--- config.mk ---
export PLATFORM = sky130hd
export DESIGN_NAME = push_button_conditioner_flat
export DESIGN_NICKNAME = d
export VERILOG_FILES = /design/src/rtl/push_button_conditioner_pkg.sv /design/src/rtl/push_button_conditioner_if.sv /design/src/rtl/push_button_conditioner_debounce.sv /design/src/rtl/push_button_conditioner.sv /design/src/flat_wrapper.sv
export SDC_FILE = /design/constraint.sdc
export NUM_CORES = 1
export LEC_CHECK = 0
export CORE_ASPECT_RATIO = 0.9
export CORE_MARGIN = 2
export CORE_UTILIZATION = 55
export CTS_CLUSTER_SIZE = 25
export DETAILED_ROUTE_END_ITERATION = 8
export MAX_ROUTING_LAYER = met4
export PLACE_DENSITY = 0.76
export SETUP_SLACK_MARGIN = 0.3
export SLEW_MARGIN = 5
export SYNTH_ARGS = -nofsm -noshare
export SYNTH_HDL_FRONTEND = slang
export SYNTH_HIERARCHICAL = 1
export SYNTH_SLANG_ARGS = --single-unit
--- constraint.sdc ---
create_clock -name clk -period 1.9 [get_ports clk]
set_input_delay 0.475 -clock clk [delete_from_list [all_inputs] [get_ports clk]]
set_output_delay 0.475 -clock clk [all_outputs]
set_load 0.005 [all_outputs]
--- src/rtl/push_button_conditioner_pkg.sv ---
// Shared constants for the push-button input path: button indices,
// default sizes and counter limits for the 100 MHz oscillator.
package push_button_conditioner_pkg;

    localparam int BTN_UP    = 0;
    localparam int BTN_DOWN  = 1;
    localparam int BTN_LEFT  = 2;
    localparam int BTN_RIGHT = 3;
    localparam int BTN_MID   = 4;

    localparam int N_BTN_DEF           = 5;
    localparam int CNT_W_DEF           = 20;
    localparam int DEBOUNCE_CYCLES_DEF = 1_000_000;
    localparam int REPEAT_DELAY_DEF    = 50_000_000;
    localparam int REPEAT_PERIOD_DEF   = 20_000_000;

    function automatic int id_w(input int n);
        return (n > 1) ? $clog2(n) : 1;
    endfunction

endpackage

--- src/rtl/push_button_conditioner_if.sv ---
// Button event stream: one pending press offered per cycle with
// valid/ready handshake, plus a lost-press indication.
interface push_button_conditioner_if #(
    parameter int ID_W = 3
);
    logic            evt_valid;
    logic            evt_ready;
    logic [ID_W-1:0] evt_id;
    logic            evt_overrun;

    modport master (
        output evt_valid,
        output evt_id,
        output evt_overrun,
        input  evt_ready
    );

    modport slave (
        input  evt_valid,
        input  evt_id,
        input  evt_overrun,
        output evt_ready
    );
endinterface

--- src/rtl/push_button_conditioner_debounce.sv ---
// One button: 2-flop sync, counter debounce, press/release pulses.
// Optional hold auto-repeat when PUSH_AUTOREPEAT_EN is defined.
module button_debounce_cell #(
    parameter int CNT_W           = 20,
    parameter int DEBOUNCE_CYCLES = 1_000_000,
    parameter int REPEAT_DELAY    = 50_000_000,
    parameter int REPEAT_PERIOD   = 20_000_000
) (
    input  logic clk,
    input  logic resetn,
    input  logic raw,
    output logic level,
    output logic press,
    output logic fall
);

    logic             s1;
    logic             s2;
    logic [CNT_W-1:0] cnt;

`ifdef PUSH_AUTOREPEAT_EN
    // Repeat delays can exceed the debounce counter range, so widen as needed.
    localparam int RPT_MAX = (REPEAT_DELAY > REPEAT_PERIOD) ? REPEAT_DELAY : REPEAT_PERIOD;
    localparam int RPT_W   = ($clog2(RPT_MAX + 1) > CNT_W) ? $clog2(RPT_MAX + 1) : CNT_W;

    logic [RPT_W-1:0] rcnt;
    logic             first;
    logic [RPT_W-1:0] rlim;

    assign rlim = first ? RPT_W'(REPEAT_DELAY - 1) : RPT_W'(REPEAT_PERIOD - 1);
`endif

    always_ff @(posedge clk or negedge resetn) begin
        if (!resetn) begin
            s1    <= 1'b0;
            s2    <= 1'b0;
            cnt   <= '0;
            level <= 1'b0;
            press <= 1'b0;
            fall  <= 1'b0;
`ifdef PUSH_AUTOREPEAT_EN
            rcnt  <= '0;
            first <= 1'b1;
`endif
        end else begin
            s1    <= raw;
            s2    <= s1;
            press <= 1'b0;
            fall  <= 1'b0;
`ifdef PUSH_AUTOREPEAT_EN
            // Placed first so a coinciding release below overrides the repeat.
            if (!level) begin
                rcnt  <= '0;
                first <= 1'b1;
            end else if (rcnt == rlim) begin
                rcnt  <= '0;
                first <= 1'b0;
                press <= 1'b1;
            end else begin
                rcnt  <= rcnt + 1'b1;
            end
`endif
            if (s2 == level) begin
                cnt <= '0;
            end else if (cnt == CNT_W'(DEBOUNCE_CYCLES - 1)) begin
                cnt   <= '0;
                level <= s2;
                press <= s2;
                fall  <= ~s2;
            end else begin
                cnt <= cnt + 1'b1;
            end
        end
    end

endmodule

--- src/rtl/push_button_conditioner.sv ---
// Push-button conditioner: per-button debounce cells, pending-press
// register, lowest-index pick and a single-entry event slot.
module push_button_conditioner
    import push_button_conditioner_pkg::*;
#(
    parameter int N_BTN           = N_BTN_DEF,
    parameter int CNT_W           = CNT_W_DEF,
    parameter int DEBOUNCE_CYCLES = DEBOUNCE_CYCLES_DEF,
    parameter int REPEAT_DELAY    = REPEAT_DELAY_DEF,
    parameter int REPEAT_PERIOD   = REPEAT_PERIOD_DEF
) (
    input  logic                       clk,
    input  logic                       resetn,
    input  logic [N_BTN-1:0]           btn_raw,
    output logic [N_BTN-1:0]           btn_level,
    output logic [N_BTN-1:0]           btn_press,
    output logic [N_BTN-1:0]           btn_release,
    push_button_conditioner_if.master  evt
);

    localparam int ID_W = id_w(N_BTN);

    logic [N_BTN-1:0] pend;
    logic [N_BTN-1:0] pick_oh;
    logic [N_BTN-1:0] clr;
    logic [ID_W-1:0]  pick_id;
    logic             load;
    logic             slot_valid;
    logic [ID_W-1:0]  slot_id;
    logic             overrun;

    for (genvar i = 0; i < N_BTN; i++) begin : g_cell
        button_debounce_cell #(
            .CNT_W           (CNT_W),
            .DEBOUNCE_CYCLES (DEBOUNCE_CYCLES),
            .REPEAT_DELAY    (REPEAT_DELAY),
            .REPEAT_PERIOD   (REPEAT_PERIOD)
        ) u_cell (
            .clk    (clk),
            .resetn (resetn),
            .raw    (btn_raw[i]),
            .level  (btn_level[i]),
            .press  (btn_press[i]),
            .fall   (btn_release[i])
        );
    end

    // Descending scan so the lowest set index wins.
    always_comb begin
        pick_id = '0;
        pick_oh = '0;
        for (int i = N_BTN - 1; i >= 0; i--) begin
            if (pend[i]) begin
                pick_id = ID_W'(i);
                pick_oh = N_BTN'(1) << i;
            end
        end
    end

    assign load = !slot_valid || evt.evt_ready;
    assign clr  = load ? pick_oh : '0;

    always_ff @(posedge clk or negedge resetn) begin
        if (!resetn) begin
            pend       <= '0;
            slot_valid <= 1'b0;
            slot_id    <= '0;
            overrun    <= 1'b0;
        end else begin
            pend    <= (pend & ~clr) | btn_press;
            overrun <= |(btn_press & pend & ~clr);
            if (load) begin
                slot_valid <= |pend;
                if (|pend) slot_id <= pick_id;
            end
        end
    end

    assign evt.evt_valid   = slot_valid;
    assign evt.evt_id      = slot_id;
    assign evt.evt_overrun = overrun;

endmodule

--- src/flat_wrapper.sv ---
// flat-port wrapper written by rule: the top's interface ports become plain ports
module push_button_conditioner_flat import push_button_conditioner_pkg::*;
#(
    parameter int N_BTN           = N_BTN_DEF,
    parameter int CNT_W           = CNT_W_DEF,
    parameter int DEBOUNCE_CYCLES = DEBOUNCE_CYCLES_DEF,
    parameter int REPEAT_DELAY    = REPEAT_DELAY_DEF,
    parameter int REPEAT_PERIOD   = REPEAT_PERIOD_DEF
)
  (clk, resetn, btn_raw, btn_level, btn_press, btn_release, evt_evt_valid, evt_evt_id, evt_evt_overrun, evt_evt_ready);
  push_button_conditioner_if #(.ID_W(3)) evt_i ();
  input  logic clk;
  input  logic resetn;
  input  logic [N_BTN-1:0] btn_raw;
  output logic [N_BTN-1:0] btn_level;
  output logic [N_BTN-1:0] btn_press;
  output logic [N_BTN-1:0] btn_release;
  output wire logic [$bits(evt_i.evt_valid)-1:0] evt_evt_valid;
  output wire logic [$bits(evt_i.evt_id)-1:0] evt_evt_id;
  output wire logic [$bits(evt_i.evt_overrun)-1:0] evt_evt_overrun;
  input wire logic [$bits(evt_i.evt_ready)-1:0] evt_evt_ready;
  assign evt_evt_valid = evt_i.evt_valid;
  assign evt_evt_id = evt_i.evt_id;
  assign evt_evt_overrun = evt_i.evt_overrun;
  assign evt_i.evt_ready = evt_evt_ready;
  push_button_conditioner #(.N_BTN(N_BTN), .CNT_W(CNT_W), .DEBOUNCE_CYCLES(DEBOUNCE_CYCLES), .REPEAT_DELAY(REPEAT_DELAY), .REPEAT_PERIOD(REPEAT_PERIOD)) u_core (.clk(clk), .resetn(resetn), .btn_raw(btn_raw), .btn_level(btn_level), .btn_press(btn_press), .btn_release(btn_release), .evt(evt_i));
endmodule
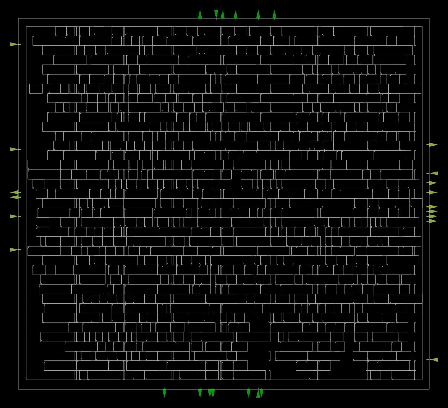
*Placement view*
Layout Utilization: 81.92%
row cnt: 37
Final Non-Filler Cells: 947

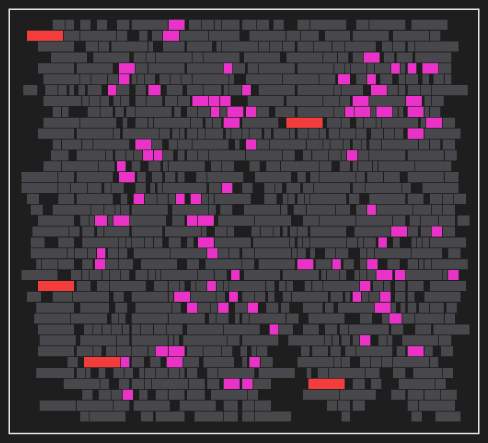
*Gate-type map*
Scale: 4 px per um.
red -> fa/ha/maj cells  # cells 5, most used ha_4
magenta -> and/or cells  # cells 82, most used or4_4, where spread over the die
combinational share of cell area: 37.38%
most common cell after layout, fill and taps aside: sky130_fd_sc_hd__dfrtp_1

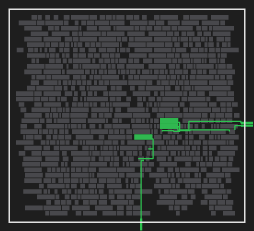
*Port wiring*
Scale: 2 px per um.
green -> `evt_evt_id`  # bits 3, direction output, end cells 3, buffers 3, wire 139 um

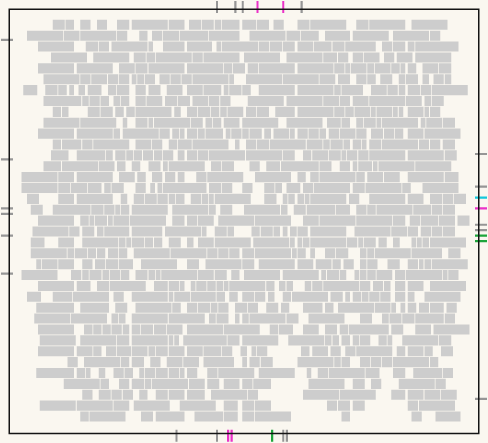
*Ports around the boundary*
Scale: 4 px per um. Pins as bars across the die edge, other pins in grey.
green -> `evt_evt_id`  # pins 3, direction output, edge 2 right, 1 bottom
magenta -> `btn_press`  # pins 5, direction output, edge 2 top, 2 bottom, 1 right
cyan -> `evt_evt_overrun`  # pins 1, direction output, edge right
all pins by edge = 9 right, 7 bottom, 6 top, 6 left

==> notes.md <==
Implementation status.

- The checks that failed: negative setup slack.
- Once the clock tree was built, the resizer swapped 118 gates to a different size.
- The multi-input combinational cell area is 3473 sq um.
- The number of port buffers is 27.
- The switching share of total power is 21.74%.
- Looking at the clock tree report, the root buffer type is sky130_fd_sc_hd__clkbuf_16.
- The clock transition at the registers of the reported paths is 70 ps.
- Per the CTS log, the buffer count on the longest clock path is 2.
- The cell type taking the most area is multi-input combinational cells.
- After routing the design area is 9291 sq um.
- The number of routed nets with antenna violations is 0.
- The part of the total power dissipated in combinational logic is 6.3%.
- The largest total area in the synthesized netlist belongs to sky130_fd_sc_hd__dfrtp_1.
- The total CTS buffers is 17.
- Per the detail_route report, vias per standard cell equal 5.836.
- The average footprint of a synthesized cell is 10.11 sq um.
- The sequential area share after synthesis is 53.44%.
- The number of maximum-capacitance violations recorded for the run is 0.
- Of the total synthesized cell area, the portion taken by full adders, half adders and majority gates is 0.9897%.
- The area figure in the yosys stat output is 6321 sq um.
- Counting endpoints that fail hold in the final report gives 0.
- The minimum period implied by the final worst setup slack is 2019 ps.
- The first-pass GRT wire length is 25,210 um.
- The area share of the largest cell type after synthesis is 53.44%.
- For this run, the final setup violation count is recorded as 59.
- The highest-delay cell along the critical path is sky130_fd_sc_hd__or4_4.
- The origin of the worst setup path is u_core/g_cell[0].u_cell/cnt[11]$_DFF_PN0_.
- After layout, the worst setup slack is -119.2 ps.
- The synthesized design contains 0 enable-type register cells.
- The upper clock frequency limit is 495.2 MHz.
- The H-tree depth is 4.
- The min-delay analysis places its worst path in the category in2async.
- The sequential cell fraction of total power is 43.6%.
- In the post-synthesis netlist, the biggest area contributors are sky130_fd_sc_hd__dfrtp_1, sky130_fd_sc_hd__xnor2_1, sky130_fd_sc_hd__nor2_1, sky130_fd_sc_hd__or4_1, sky130_fd_sc_hd__xor2_1.
- The area taken by sequential standard cells is reported as 3385 sq um.
- The CTS sink count is 135.
- The worst endpoint required time is 2220 ps.
- The cell internal power dissipation is 5.308 mW.
- Synthesis handed over a netlist of 625 instances.
- The flow ran to the end, but the final reports show violations.
- Per the log, the first TritonRoute iteration ended with a DRC count of 414.
- The post-CTS setup buffer count is 46.
- The number of buffer and inverter instances along the worst setup path is 1.
- The number of antenna violations at the first check in global routing came to 0.
## flip-flops by register name, summed over array words and instances (netlist names)
| register | count |
|---|---|
| u_core/g_cell.u_cell/s2 | 5 |
| u_core/g_cell.u_cell/fall | 5 |
| u_core/pend | 5 |
| u_core/evt.evt_overrun | 1 |
| u_core/g_cell.u_cell/cnt | 100 |
| u_core/evt.evt_id | 3 |
| u_core/evt.evt_valid | 1 |
| u_core/g_cell.u_cell/press | 5 |
| u_core/g_cell.u_cell/level | 5 |
| u_core/g_cell.u_cell/s1 | 5 |
## metal layers
layer,up-vias,global-route usage [%],wire length [um]
li1,2517,-,-
met1,2761,31.54,7045
met2,198,44.51,9639
met3,51,6.325,929
met4,0,12.02,527
met5,-,-,0
No activity file was given, so power comes from the tool's default toggle rates.
